==> src/rtl/alu_arbiter_if.sv <==
// Signal bundle between two requesters, the round-robin arbiter and the shared ALU.
// The slave modport is the arbiter's view; master is the requester/ALU side.
interface alu_arbiter_if #(
  parameter int unsigned OPW = 3
) ();
  logic           Req0Valid;
  logic           Req1Valid;
  logic [31:0]    Req0A;
  logic [31:0]    Req0B;
  logic [31:0]    Req1A;
  logic [31:0]    Req1B;
  logic [OPW-1:0] Req0Op;
  logic [OPW-1:0] Req1Op;
  logic           Req0Ready;
  logic           Req1Ready;
  logic [31:0]    AluA;
  logic [31:0]    AluB;
  logic [OPW-1:0] AluOp;
  logic [31:0]    AluResult;
  logic           AluZero;
  logic           Resp0Valid;
  logic           Resp1Valid;
  logic           Resp0Ready;
  logic           Resp1Ready;
  logic [31:0]    RespData;
  logic           RespZero;
  logic           Busy;
  logic [15:0]    OpCount;

  modport slave (
    input  Req0Valid, Req1Valid, Req0A, Req0B, Req1A, Req1B, Req0Op, Req1Op,
    output Req0Ready, Req1Ready,
    output AluA, AluB, AluOp,
    input  AluResult, AluZero,
    output Resp0Valid, Resp1Valid,
    input  Resp0Ready, Resp1Ready,
    output RespData, RespZero, Busy, OpCount
  );

  modport master (
    output Req0Valid, Req1Valid, Req0A, Req0B, Req1A, Req1B, Req0Op, Req1Op,
    input  Req0Ready, Req1Ready,
    input  AluA, AluB, AluOp,
    output AluResult, AluZero,
    input  Resp0Valid, Resp1Valid,
    output Resp0Ready, Resp1Ready,
    input  RespData, RespZero, Busy, OpCount
  );
endinterface

==> src/rtl/alu_arbiter.sv <==
// Two-requester round-robin arbiter for a shared ALU: accept, wait LAT settle
// cycles, then hold the registered result until the owner takes it.
module alu_arbiter #(
  parameter int unsigned LAT = 1,
  parameter int unsigned OPW = 3
) (
  input  logic         CLK,
  input  logic         RST,
  alu_arbiter_if.slave bus
);
  localparam int unsigned CntW = 4;
  localparam logic [CntW-1:0] LatCnt = CntW'(LAT);

  typedef enum logic [1:0] {StIdle, StExec, StResp} state_e;

  state_e          state_q, state_d;
  logic            last_grant_q, last_grant_d;
  logic            owner_q, owner_d;
  logic [CntW-1:0] cnt_q, cnt_d;
  logic [31:0]     a_q, a_d;
  logic [31:0]     b_q, b_d;
  logic [OPW-1:0]  op_q, op_d;
  logic [31:0]     data_q, data_d;
  logic            zero_q, zero_d;
  logic [15:0]     count_q, count_d;

  logic grant0, grant1, accept0, accept1, resp_hs;

  // On a tie the requester that was not granted last wins.
  assign grant0 = bus.Req0Valid && (!bus.Req1Valid || last_grant_q);
  assign grant1 = bus.Req1Valid && (!bus.Req0Valid || !last_grant_q);

  // Gated by RST so Ready drops the moment reset asserts.
  assign bus.Req0Ready = RST && (state_q == StIdle) && grant0;
  assign bus.Req1Ready = RST && (state_q == StIdle) && grant1;

  assign accept0 = bus.Req0Valid && bus.Req0Ready;
  assign accept1 = bus.Req1Valid && bus.Req1Ready;

  assign bus.Resp0Valid = (state_q == StResp) && !owner_q;
  assign bus.Resp1Valid = (state_q == StResp) && owner_q;
  assign resp_hs = (bus.Resp0Valid && bus.Resp0Ready) || (bus.Resp1Valid && bus.Resp1Ready);

  assign bus.AluA     = a_q;
  assign bus.AluB     = b_q;
  assign bus.AluOp    = op_q;
  assign bus.RespData = data_q;
  assign bus.RespZero = zero_q;
  assign bus.Busy     = (state_q != StIdle);
  assign bus.OpCount  = count_q;

  always_comb begin
    state_d      = state_q;
    last_grant_d = last_grant_q;
    owner_d      = owner_q;
    cnt_d        = cnt_q;
    a_d          = a_q;
    b_d          = b_q;
    op_d         = op_q;
    data_d       = data_q;
    zero_d       = zero_q;
    count_d      = count_q;
    unique case (state_q)
      StIdle: begin
        if (accept0 || accept1) begin
          state_d      = StExec;
          owner_d      = accept1;
          last_grant_d = accept1;
          a_d          = accept1 ? bus.Req1A : bus.Req0A;
          b_d          = accept1 ? bus.Req1B : bus.Req0B;
          op_d         = accept1 ? bus.Req1Op : bus.Req0Op;
          cnt_d        = '0;
        end
      end
      StExec: begin
        cnt_d = cnt_q + 1'b1;
        if (cnt_d == LatCnt) begin
          data_d  = bus.AluResult;
          zero_d  = bus.AluZero;
          state_d = StResp;
        end
      end
      StResp: begin
        if (resp_hs) begin
          state_d = StIdle;
          count_d = count_q + 16'd1;
        end
      end
      default: state_d = StIdle;
    endcase
  end

  always_ff @(posedge CLK or negedge RST) begin
    if (!RST) begin
      state_q      <= StIdle;
      last_grant_q <= 1'b1;
      owner_q      <= 1'b0;
      cnt_q        <= '0;
      a_q          <= '0;
      b_q          <= '0;
      op_q         <= '0;
      data_q       <= '0;
      zero_q       <= 1'b0;
      count_q      <= '0;
    end else begin
      state_q      <= state_d;
      last_grant_q <= last_grant_d;
      owner_q      <= owner_d;
      cnt_q        <= cnt_d;
      a_q          <= a_d;
      b_q          <= b_d;
      op_q         <= op_d;
      data_q       <= data_d;
      zero_q       <= zero_d;
      count_q      <= count_d;
    end
  end
endmodule

==> src/flat_wrapper.sv <==
// flat-port wrapper written by rule: the top's interface ports become plain ports
module alu_arbiter_flat 
#(
  parameter int unsigned LAT = 1,
  parameter int unsigned OPW = 3
)
  (CLK, RST, bus_Req0Valid, bus_Req1Valid, bus_Req0A, bus_Req0B, bus_Req1A, bus_Req1B, bus_Req0Op, bus_Req1Op, bus_Req0Ready, bus_Req1Ready, bus_AluA, bus_AluB, bus_AluOp, bus_AluResult, bus_AluZero, bus_Resp0Valid, bus_Resp1Valid, bus_Resp0Ready, bus_Resp1Ready, bus_RespData, bus_RespZero, bus_Busy, bus_OpCount);
  alu_arbiter_if #(.OPW(OPW)) bus_i ();
  input  logic CLK;
  input  logic RST;
  input wire logic [$bits(bus_i.Req0Valid)-1:0] bus_Req0Valid;
  input wire logic [$bits(bus_i.Req1Valid)-1:0] bus_Req1Valid;
  input wire logic [$bits(bus_i.Req0A)-1:0] bus_Req0A;
  input wire logic [$bits(bus_i.Req0B)-1:0] bus_Req0B;
  input wire logic [$bits(bus_i.Req1A)-1:0] bus_Req1A;
  input wire logic [$bits(bus_i.Req1B)-1:0] bus_Req1B;
  input wire logic [$bits(bus_i.Req0Op)-1:0] bus_Req0Op;
  input wire logic [$bits(bus_i.Req1Op)-1:0] bus_Req1Op;
  output wire logic [$bits(bus_i.Req0Ready)-1:0] bus_Req0Ready;
  output wire logic [$bits(bus_i.Req1Ready)-1:0] bus_Req1Ready;
  output wire logic [$bits(bus_i.AluA)-1:0] bus_AluA;
  output wire logic [$bits(bus_i.AluB)-1:0] bus_AluB;
  output wire logic [$bits(bus_i.AluOp)-1:0] bus_AluOp;
  input wire logic [$bits(bus_i.AluResult)-1:0] bus_AluResult;
  input wire logic [$bits(bus_i.AluZero)-1:0] bus_AluZero;
  output wire logic [$bits(bus_i.Resp0Valid)-1:0] bus_Resp0Valid;
  output wire logic [$bits(bus_i.Resp1Valid)-1:0] bus_Resp1Valid;
  input wire logic [$bits(bus_i.Resp0Ready)-1:0] bus_Resp0Ready;
  input wire logic [$bits(bus_i.Resp1Ready)-1:0] bus_Resp1Ready;
  output wire logic [$bits(bus_i.RespData)-1:0] bus_RespData;
  output wire logic [$bits(bus_i.RespZero)-1:0] bus_RespZero;
  output wire logic [$bits(bus_i.Busy)-1:0] bus_Busy;
  output wire logic [$bits(bus_i.OpCount)-1:0] bus_OpCount;
  assign bus_i.Req0Valid = bus_Req0Valid;
  assign bus_i.Req1Valid = bus_Req1Valid;
  assign bus_i.Req0A = bus_Req0A;
  assign bus_i.Req0B = bus_Req0B;
  assign bus_i.Req1A = bus_Req1A;
  assign bus_i.Req1B = bus_Req1B;
  assign bus_i.Req0Op = bus_Req0Op;
  assign bus_i.Req1Op = bus_Req1Op;
  assign bus_Req0Ready = bus_i.Req0Ready;
  assign bus_Req1Ready = bus_i.Req1Ready;
  assign bus_AluA = bus_i.AluA;
  assign bus_AluB = bus_i.AluB;
  assign bus_AluOp = bus_i.AluOp;
  assign bus_i.AluResult = bus_AluResult;
  assign bus_i.AluZero = bus_AluZero;
  assign bus_Resp0Valid = bus_i.Resp0Valid;
  assign bus_Resp1Valid = bus_i.Resp1Valid;
  assign bus_i.Resp0Ready = bus_Resp0Ready;
  assign bus_i.Resp1Ready = bus_Resp1Ready;
  assign bus_RespData = bus_i.RespData;
  assign bus_RespZero = bus_i.RespZero;
  assign bus_Busy = bus_i.Busy;
  assign bus_OpCount = bus_i.OpCount;
  alu_arbiter #(.LAT(LAT), .OPW(OPW)) u_core (.CLK(CLK), .RST(RST), .bus(bus_i));
endmodule
==> config.mk <==
export PLATFORM = sky130hd
export DESIGN_NAME = alu_arbiter_flat
export DESIGN_NICKNAME = d
export VERILOG_FILES = /design/src/rtl/alu_arbiter_if.sv /design/src/rtl/alu_arbiter.sv /design/src/flat_wrapper.sv
export SDC_FILE = /design/constraint.sdc
export NUM_CORES = 1
export LEC_CHECK = 0
export CAP_MARGIN = 10
export CELL_PAD_IN_SITES_DETAIL_PLACEMENT = 1
export CELL_PAD_IN_SITES_GLOBAL_PLACEMENT = 1
export CORE_UTILIZATION = 32
export DETAILED_ROUTE_END_ITERATION = 6
export PLACE_DENSITY = 0.95
export SYNTH_ARGS = -nofsm -noshare
export SYNTH_HDL_FRONTEND = slang
export SYNTH_SLANG_ARGS = --single-unit
==> constraint.sdc <==
create_clock -name CLK -period 3.7 [get_ports CLK]
set_input_delay 0.74 -clock CLK [delete_from_list [all_inputs] [get_ports CLK]]
set_output_delay 0.74 -clock CLK [all_outputs]
set_load 0.01 [all_outputs]
Fig. 1: M1 wires
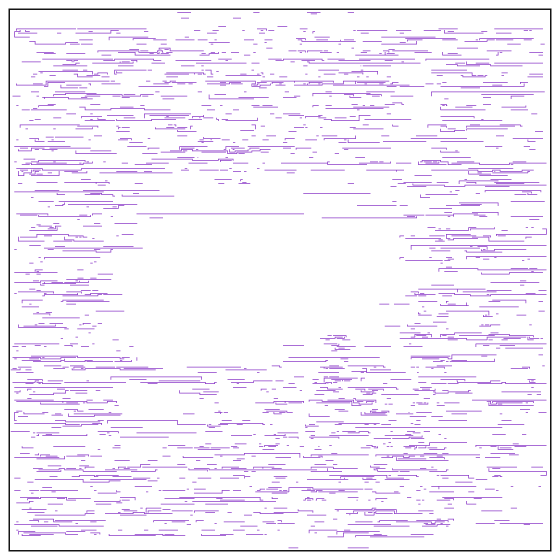
The longest straight run is 41.4 um. The layer holds 38% of the routed length. The wires run mostly horizontal. The layer carries 6920 um of wire. 820 nets have wire on it.

==> out/metrics.yaml <==
ys_seq_share_pct: 55.6
area_leaders: "dfrtp_1 (55%), mux2i_1 (12%), mux2_4 (7.8%)"
synth_async_sr_flop_share_pct: 100
synth-simple-area-share_pct: 9.52
worstRegToRegCells: 6
synth_top_cell_by_area: "dfrtp_1"
drt-met1-wl_mm: 6.92
hold_slack_ps: 477
rsz0062_at_grt: "false"
lay_top_count: "clkdlybuf4s50_1"
critPathLaunch: "u_core.state_q[1]"
clock_path_buffers: 2
hp-class: "in2async"
io_pins: 294
grt_first_pass_wirelength_mm: 28.5
fin_tns_setup_ps: 0
drtIter0Drc: 152
timing.slew.headroom_pct: 37.3
gr-usage-met1_pct: 21.7
most_common_cell: "dfrtp_1"
chipArea_um2: 18000
grt_pass1_vias: 5408
finalMaxSlewViolations: 0
hold_violations: 0
cp.buffers_inverters: 2
finalWeightedCongestion: 0.741
routed-wl-met2_mm: 9.68
post_cts_buffers: 0
topCombFamilyByArea: "multiplexers"
rows: 47
synth_stat.cells: 477
start_kind: "flop"
post_cts_resized: 0
tightest_slew_ps: 940
edf_count: 0
xor_area_share_pct: 2.35
ys_chip_area_um2: 5580
synth.avg_cell_area_um2: 11.7
logic_gate_count: 317
clock_power_uw: 1680
sw_frac_of_total_pct: 31.9
dp.final_hpwl_mm: 13.7
dominant_cells: "sequential cells"
worst_slack_ps: 585
dr.pass1.iters: 4
ys.warnings.count: 0
fmax_mhz: 321
ys_top_cells_by_count: "dfrtp_1 (123), nor2_1 (75), a21oi_1 (68), mux2i_1 (68), mux2_4 (29)"
internal_power_uw: 4990
syn_to_final_growth_pct: 66.4
syn-instance-count: 477
num_tap_cells: 220
floorplan.nets: 653
final-setup-viol-count: 0
seq_power_uw: 2420
pg_comb_uw: 3230
antenna_cells: 0
r2r-end: "u_core.bus.RespData[11]"
top_power_group: "combinational logic"
cts_tree: "done"
combGateArea_um2: 2300
layout-drive-gt1-share_pct: 10.1
crit_cells: 4
p_sw_uw: 2340
ys_types: 40
vias: 4803
fillers: 1773
viasPerCell: 4.80
maxCapViolations: 0
crit_end: "bus_Req0Ready"
clk_pin_slew_ps: 60
final_cell_mix: "clkdlybuf4s50_1 (292), dfrtp_1 (123), nor2_1 (75)"
post_drt_wl_per_cell_um: 18.3
hold_buffers: 0
die_x_um: 134
crit_path_end_kind: "output pin"
crit_chain: "nor3b_1 -> nand3_4 -> inv_1 -> clkdlybuf4s50_1"
placed_cells: 969
openroad.warnings: 27
timing.reg2reg.setup_slack_ps: 1120
use_met2_pct: 38.1
power_uw: 7320
grt_max_degree: 90
pre_cts_ws_ps: 603
root_buffer: "clkbuf_16"
die_y_um: 134
sh_comb_area_pct: 24.8
synthFlopType: "dfrtp_1"
worstPathMaxFanout: 7
cpPeakStageDelay_ps: 590
cts.htree.levels: 4
fa_ha_area_share_pct: 0.672
wl_met3_mm: 1.47
crit_family: "simple AND/OR/NAND/NOR gates"
use_met3_pct: 7.94
drt_wl_total_mm: 18.3
syn_area_um2: 5580
top_area_share_pct: 55.1
nNonClkBuffers: 300
num-nets-final: 944
design_area_um2: 9290
grt_use_total_pct: 20.7
top_usage_layer: "met2"
top_layer_used: "met4"
ir_drop_mv: 0.348
antenna_found_initial: 0
powerDensity_nw_per_um2: 789
cp.arrival_ps: 2380
power_leakage_uw: 0.00424
drc: 0
final-clk-cell-share_pct: 6.37
cpMaxStageDelayCell: "nor3b_1"
required_ps: 2960
regToRegStartpoint: "u_core.cnt_q[0]"
comb_power_share_pct: 44.1
synth_flops: 124
gr-total-overflow: 0
flop_area_um2: 3100
nonClkBufAreaFrac_pct: 32.1
period_needed_ps: 3120
clockBufferCount: 20
status: "finished, final reports clean"
aoi_share_pct: 7.24
n_all_inverters: 8
clock_latency_ps: 410
p_seq_share_pct: 33.0
io_buffers: 293
mux_share_pct: 21.0
Fig. 2: cell placement
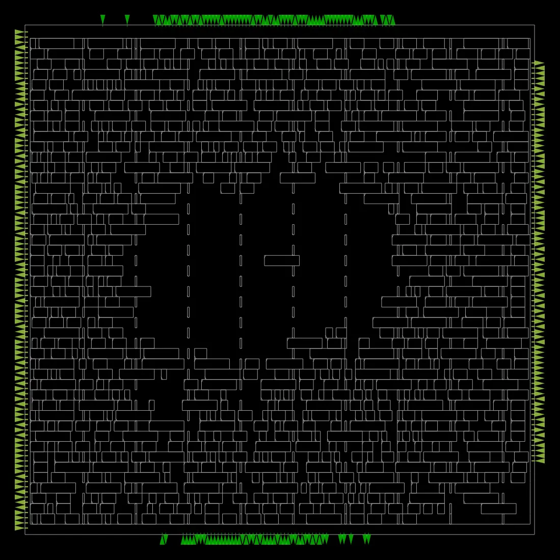
Seq area share: 33.4%
sequential cells: 124
Finished Layout Cells: 1000
post-layout util: 55.2%

